==> config.mk <==
export PLATFORM = sky130hd
export DESIGN_NAME = ext_unit
export DESIGN_NICKNAME = d
export VERILOG_FILES = /design/src/rtl/ext_unit.sv
export SDC_FILE = /design/constraint.sdc
export NUM_CORES = 1
export LEC_CHECK = 0
export ABC_AREA = 0
export CAP_MARGIN = 20
export CORE_MARGIN = 2
export CORE_UTILIZATION = 29
export DETAILED_ROUTE_END_ITERATION = 8
export PLACE_DENSITY = 0.59
export SLEW_MARGIN = 5
export SYNTH_ARGS = -nofsm -noshare
export SYNTH_HDL_FRONTEND = slang
export SYNTH_SLANG_ARGS = --single-unit
export TNS_END_PERCENT = 5
==> constraint.sdc <==
create_clock -name clk -period 1.2 [get_ports clk]
set_input_delay 0.12 -clock clk [delete_from_list [all_inputs] [get_ports clk]]
set_output_delay 0.12 -clock clk [all_outputs]
set_load 0.1 [all_outputs]
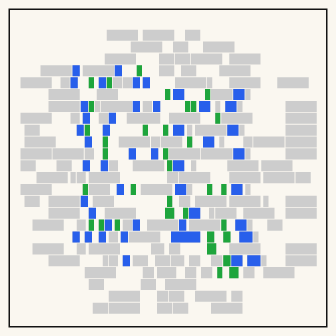
(run_1/gate_families.png)
NAND gates: shown in green, cells 34, most used nand2_1. inverting AOI/OAI gates: shown in blue, cells 46, most used a21oi_1.
Top cell excl fill/tap: buf_12
fin cells: 276
logic share of the area: 26.05%

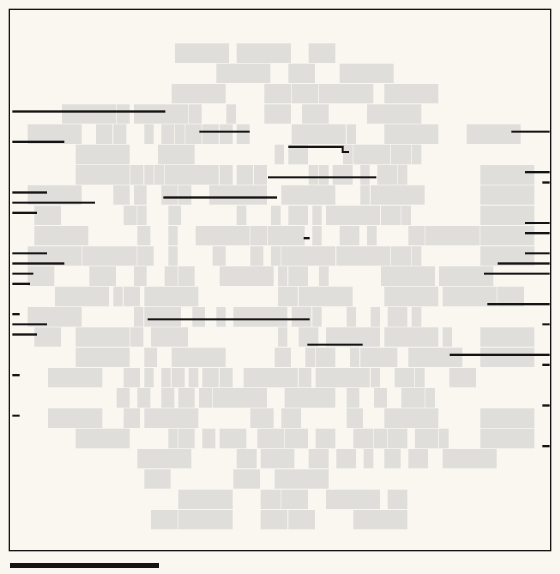
(run_1/met3.png)
Scale bar: 20 um. Cells faint in the background.
The layer carries 200 um of wire. The longest straight run is 21.4 um. The layer holds 5.3% of the routed length.
Post-Route WL: 3.772 mm
routed vias: 1,320
met3 usage: 5.972%

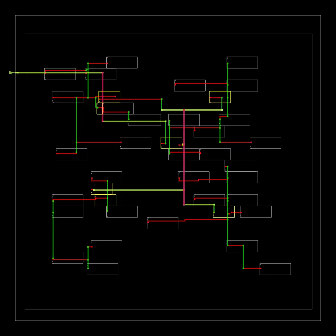
(run_1/final_clocks.png)
clkbuf count: 7
clk_lat worst skew: 0.28 ns
clock sinks: 33

==> impl_metrics.yaml, run 1 <==
# implementation run metrics
yosys:
  synth_stat.cells: 164
  synthArstFlopShare_pct: 0
  yosys_area_um2: 1358
  ff_type: "dfxtp_1"
  simple_gate_share_pct: 24.52
  mux_share_pct: 0
  ys_seq_elements: 33
  ys_sh_adder_pct: 0
  edf_count: 0
  yosysWarnings: 0
  syn_area_per_cell_um2: 8.278
  syn_inst: 164
  netlist_area_um2: 1358
hold_path:
  hold_path.class: "input port to flip-flop"
  hold_depth: 5
floorplan:
  die_y_um: 72.42
  chip_area_um2: 5245
  row_count: 24
  fp_util_pct: 30.55
power_and_ir_drop:
  p_switching_mw: 1.148
  seqPwrFrac_pct: 38.9
  switching_share_pct: 35.99
  combPwrFrac_pct: 34.7
  internal-power_mw: 2.043
  power_frac_clock_pct: 26.3
  p_leak_nw: 0.9410
  peakVddDrop_v: 0.0006293
  powerDensity_nw_per_um2: 1308
  total_power_mw: 3.191
setup_path:
  cp-end-kind: "flip-flop"
  path_class: "input port to flip-flop"
  reg2regPathDepth: 3
  crit_path_max_fanout: 14
  critPathMaxStageDelay_ns: 0.52
  crit_arrival_ns: 1.27
  critPathLaunchType: "input port"
  r2r_setup_slack_ns: 0.39
  cpMaxStageDelayCell: "clkdlybuf4s50_1"
  required_ns: 1.35
final_timing:
  fin_crit_ns: 1.125
  skew_ns: 0
  max_freq_ghz: 0.8891
  whs_ns: 0.4508
  worst_pin_slew_ns: 0.3887
  rsz0062_at_grt: "false"
  final-setup-viol-count: 0
  slew_headroom_pct: 74.02
  hold_violations: 0
  worst_slack_ns: 0.07533
clock_tree:
  cts_buffers: 5
  cts-root-buf: "clkbuf_8"
  postCtsHoldBufs: 0
  cts.htree.levels: 2
  cts_buffer_depth: 2
  post_cts_buffers: 0
  clkTransAtPathRegs_ns: 0.06
placement:
  gp_congestion: 0.7571
  port_buffers: 53
  dpl.hpwl_mm: 2.731
  dp_slack_ns: -0.3903
  dp.cells: 269
global_routing:
  grt_max_degree: 34
  grt_pass1_wl_mm: 6.161
  grt_pass1_vias: 1263
  overflow: 0
  antenna_found_initial: 0
  track_usage_pct: 15.41
cells_and_area:
  finish.net_count: 245
  final_layout_size_suffix_gt1_share_pct: 24.11
  fill_cells: 384
  layout_top_cells: "36 x buf_12, 32 x dfxtp_1, 28 x nand2_1, 19 x clkdlybuf4s50_1, 18 x nor2_1"
  syn_to_final_growth_pct: 79.72
detailed_routing:
  wl_met1_mm: 1.832
  first_iter_violations: 64
  via_per_inst: 4.783
  ant_nets: 0
  drc: 0
  drt-wirelength-per-cell_um: 13.67
  top_layer: "met4"
  met3WireLength_um: 199
run:
  maxCapViolations: 0
status:
  status: "complete, no violations"
==> run 1: power by group through the flow <==
stage	sequential (mW)	clock [mW]	combinational, mW
after floorplan	1.73	0	0.168
after global placement	1.27	0	1.10
after detailed placement	1.27	0	1.11
after CTS	1.24	0.847	1.12
after global routing	1.25	0.899	1.15
final	1.24	0.840	1.11
==> run 1: synth_stat cells, types with 2 or more instances <==
| cell type | number | area (um2) |
|---|---|---|
| clkbuf_1 | 3 | 11.26 |
| buf_2 | 3 | 15.01 |
| buf_4 | 5 | 37.54 |
| o21ai_0 | 12 | 60.06 |
| nand2_1 | 28 | 105.1 |
| nor2b_1 | 16 | 100.1 |
| a311oi_1 | 2 | 17.52 |
| a211oi_1 | 14 | 105.1 |
| nor2_1 | 18 | 67.56 |
| dfxtp_1 | 33 | 660.6 |
| nand3_1 | 3 | 15.01 |
| nand2b_1 | 3 | 18.77 |
| a21oi_1 | 16 | 80.08 |
==> run 1: kinds of logic after synthesis <==
kind of cell,count (synthesis)
XOR/XNOR,1
buffers and inverters,12
AND-OR/OR-AND,47
flip-flops,33
AND/OR/NAND/NOR,71
==> run 1: final cells by class <==
type                       count  area, um2  area share (%)
clock buffer                   7      86.33           3.538
multi-input combinational    119      635.6           26.05
sequential                    33      661.9           27.13
tap                           52      65.06           2.667
timing repair buffer          65      991.0           40.62
==> run 1: worst max-delay path: cells and delay by family <==
family | cells | cell delay (ns)
buffers and inverters | 1 | 0.52
AOI/OAI and AO/OA | 2 | 0.51
xor gates and xnor gates | 1 | 0.12
==> run 1: metal layers <==
metal  track usage [%]  vias to the layer above
met5                 0                        -
met4             3.704                        0
met3             5.972                        6
met2             23.14                       37
met1             20.89                      600
li1                  -                      677
==> run 1: per-stage QoR <==
step | instance area [um2] | utilization (%) | TNS [ns]
2_1_floorplan | 1359 | - | -3.627
3_3_place_gp | 2344 | 52.73 | -7.739
3_5_place_dp | 2344 | 52.73 | -8.335
4_1_cts | 2437 | 54.84 | 0
5_1_grt | 2440 | 54.90 | 0
6_report | 2440 | 54.90 | 0
==> run 1: what timing repair did <==
item / in CTS / in global routing
setup endpoints to repair: 14 / 19
gates cloned: 0 / 0
pin swaps: 0 / 1
resized: 1 / 1
--- run 2 (diff from run 1) ---
--- a/config.mk
+++ b/config.mk
@@ -6,11 +6,12 @@
 export NUM_CORES = 1
 export LEC_CHECK = 0
 export ABC_AREA = 0
+export ABC_CLOCK_PERIOD_IN_PS = 1200
 export CAP_MARGIN = 20
 export CORE_MARGIN = 2
-export CORE_UTILIZATION = 29
+export CORE_UTILIZATION = 42
 export DETAILED_ROUTE_END_ITERATION = 8
-export PLACE_DENSITY = 0.59
+export PLACE_DENSITY = 0.8
 export SLEW_MARGIN = 5
 export SYNTH_ARGS = -nofsm -noshare
 export SYNTH_HDL_FRONTEND = slang
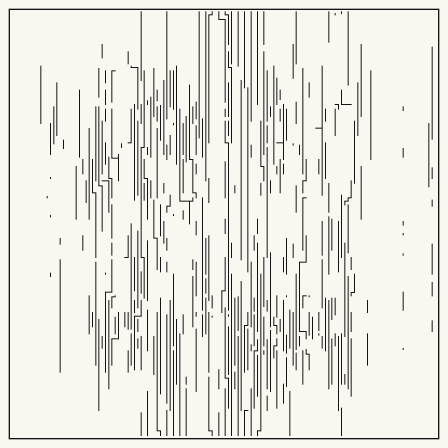
(run_2/met2.png)
The wires run mostly vertical. The layer carries 1,920 um of wire. The layer holds 51% of the routed length. The longest straight run is 26.2 um.
routed vias: 1,374
M2 GR Usage: 36.87%
Post-Route WL: 3.741 mm

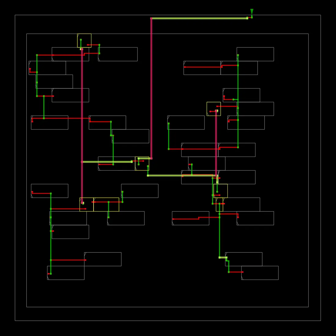
(run_2/final_clocks.png)
flip-flops: 33
Num CTS Buffers: 5
Clock net power: 0.607 mW
clk_lat worst skew: 0.32 ns

==> impl_metrics.yaml, run 2 <==
# implementation run metrics
detailed_routing:
  ant_nets: 0
  drt-wirelength-per-cell_um: 14.06
  via_per_inst: 5.165
  drc: 0
  first_iter_violations: 72
  dr.pass1.iters: 4
global_routing:
  track_usage_pct: 23.05
  overflow: 0
  grt_pass1_wl_mm: 6.292
  antenna_found_initial: 0
  grt_max_degree: 34
  grt_pass1_vias: 1379
cells_and_area:
  final_layout_size_suffix_gt1_share_pct: 23.42
  largest_register_ffs: 32
  syn_to_final_growth_pct: 74.47
  stdcell_count: 266
  finish.net_count: 243
  layout_top_cells: "35 x buf_12, 32 x dfxtp_1, 28 x nand2_1, 20 x clkdlybuf4s50_1, 18 x nor2_1"
  stdcell_area_um2: 2369
  lay_top_count: "buf_12"
clock_tree:
  cts.sinks: 33
  clkTransAtPathRegs_ns: 0.09
  cts_tree: "yes"
  cts.htree.levels: 2
  post_cts_buffers: 0
  postCtsHoldBufs: 0
  cts_buffer_depth: 2
  cts-root-buf: "clkbuf_4"
setup_path:
  r2r_setup_slack_ns: 0.32
  crit_path_max_fanout: 14
  reg2regPathDepth: 3
  critPathLaunchType: "input port"
  crit_arrival_ns: 1.33
  path_class: "input port to flip-flop"
  cp-end-kind: "flip-flop"
  required_ns: 1.39
floorplan:
  fp_util_pct: 44.47
  fp.dieW_um: 60.86
  row_count: 20
  die_y_um: 60.86
  core_um2: 3053
  chip_area_um2: 3703
  ios: 54
yosys:
  largest_area_cell: "dfxtp_1"
  top_cell: "dfxtp_1"
  edf_count: 0
  yosysWarnings: 0
  syn_area_per_cell_um2: 8.278
  yosysSeqAreaShare_pct: 48.66
  yosys-top-cells-count: "33 x dfxtp_1, 28 x nand2_1, 18 x nor2_1, 16 x a21oi_1, 16 x nor2b_1"
  ff_type: "dfxtp_1"
  synth.top_cell.area_share_pct: 48.66
  area_leaders: "dfxtp_1 49%, a211oi_1 7.7%, nand2_1 7.7%"
  netlist_area_um2: 1358
  synth_stat.cells: 164
  synthArstFlopShare_pct: 0
  syn_inst: 164
  yosys_area_um2: 1358
  ys_seq_elements: 33
final_timing:
  worst_pin_slew_ns: 0.3915
  final-setup-viol-count: 0
  skew_ns: 0
  drv_slew: 0
  fin_crit_ns: 1.136
  hold_violations: 0
  rsz0062_at_grt: "false"
  period_used_pct: 94.65
  slew_headroom_pct: 73.83
  max_freq_ghz: 0.8804
power_and_ir_drop:
  peakVddDrop_v: 0.0009128
  p_leak_nw: 0.9067
  powerDensity_nw_per_um2: 1247
  total_power_mw: 2.953
placement:
  dpl_cell_area_um2: 2306
  dp.cells: 259
  gp_congestion: 0.8271
  dpl.hpwl_mm: 2.847
  port_buffers: 53
hold_path:
  hold_path.class: "input port to flip-flop"
  hold_depth: 3
run:
  maxCapViolations: 0
  warnings: 27
status:
  status: "complete, no violations"
-- run 2: cell count changes in the layout (fill, tap and decap cells not counted) --
cell / before / now
clkdlybuf4s50_1: 19 / 20
clkbuf_8: 6 / 1
o21ai_0: 12 / 11
dlymetal6s2s_1: 1 / 0
buf_4: 9 / 8
clkbuf_4: 0 / 5
buf_12: 36 / 35
o21ai_1: 1 / 2
-- run 2: metal layers --
metal / vias to the layer above / GRT usage (%) / routed length, um
li1: 672 / - / -
met1: 634 / 28.65 / 1532
met2: 61 / 36.87 / 1914
met3: 7 / 6.183 / 223
met4: 0 / 11.49 / 71
met5: - / 0 / 0
-- run 2: kinds of logic (layout without fill, tap and decap cells) --
| group | count (synthesis) | count (layout) | synth area share [%] |
|---|---|---|---|
| AOI/OAI and AO/OA | 47 | 47 | 21.11 |
| xor gates and xnor gates | 1 | 1 | 0.6453 |
| buffers and inverters | 12 | 70 | 5.069 |
| DFF | 33 | 33 | 48.66 |
| and+or+nand+nor | 71 | 71 | 24.52 |
-- run 2: timing repair --
item | 4_1_cts | 5_1_grt
pin swaps | 0 | 0
resized | 1 | 1
endpoints found under the setup margin | 12 | 1
-- run 2: area by class of cell --
cell class	instances	area [um2]
fillers	207	684.4
well taps	44	55.05
repair buffers	63	960.9
flip-flops and latches	33	661.9
clock buffers	7	55.05
multi-input cells	119	635.6
-- run 2: where the power goes --
| group | internal (mW) | switching, mW |
|---|---|---|
| Sequential | 1.17 | 0.0743 |
| Clock | 0.276 | 0.331 |
| Combinational | 0.415 | 0.691 |
| Total | 1.86 | 1.10 |
-- run 2: per-stage QoR --
stage               hold slack, ns  setup slack [ns]  util [%]  setup TNS (ns)
finish                      0.4351           0.06415     77.58               0
global route                0.4164           0.01189     77.58               0
CTS                         0.4142           0.08678     77.58               0
detailed placement          0.5132           -0.3912     75.53          -8.034
global placement            0.5013           -0.2826     75.53          -6.444
floorplan                   0.1916           -0.1598         -          -3.627
-- run 2: worst max-delay path, cell delays in order --
cell             delay, ns
clkdlybuf4s50_1       0.48
xnor2_1               0.20
a21boi_4              0.38
a211oi_1              0.15
Power and IR drop assume default switching activity.
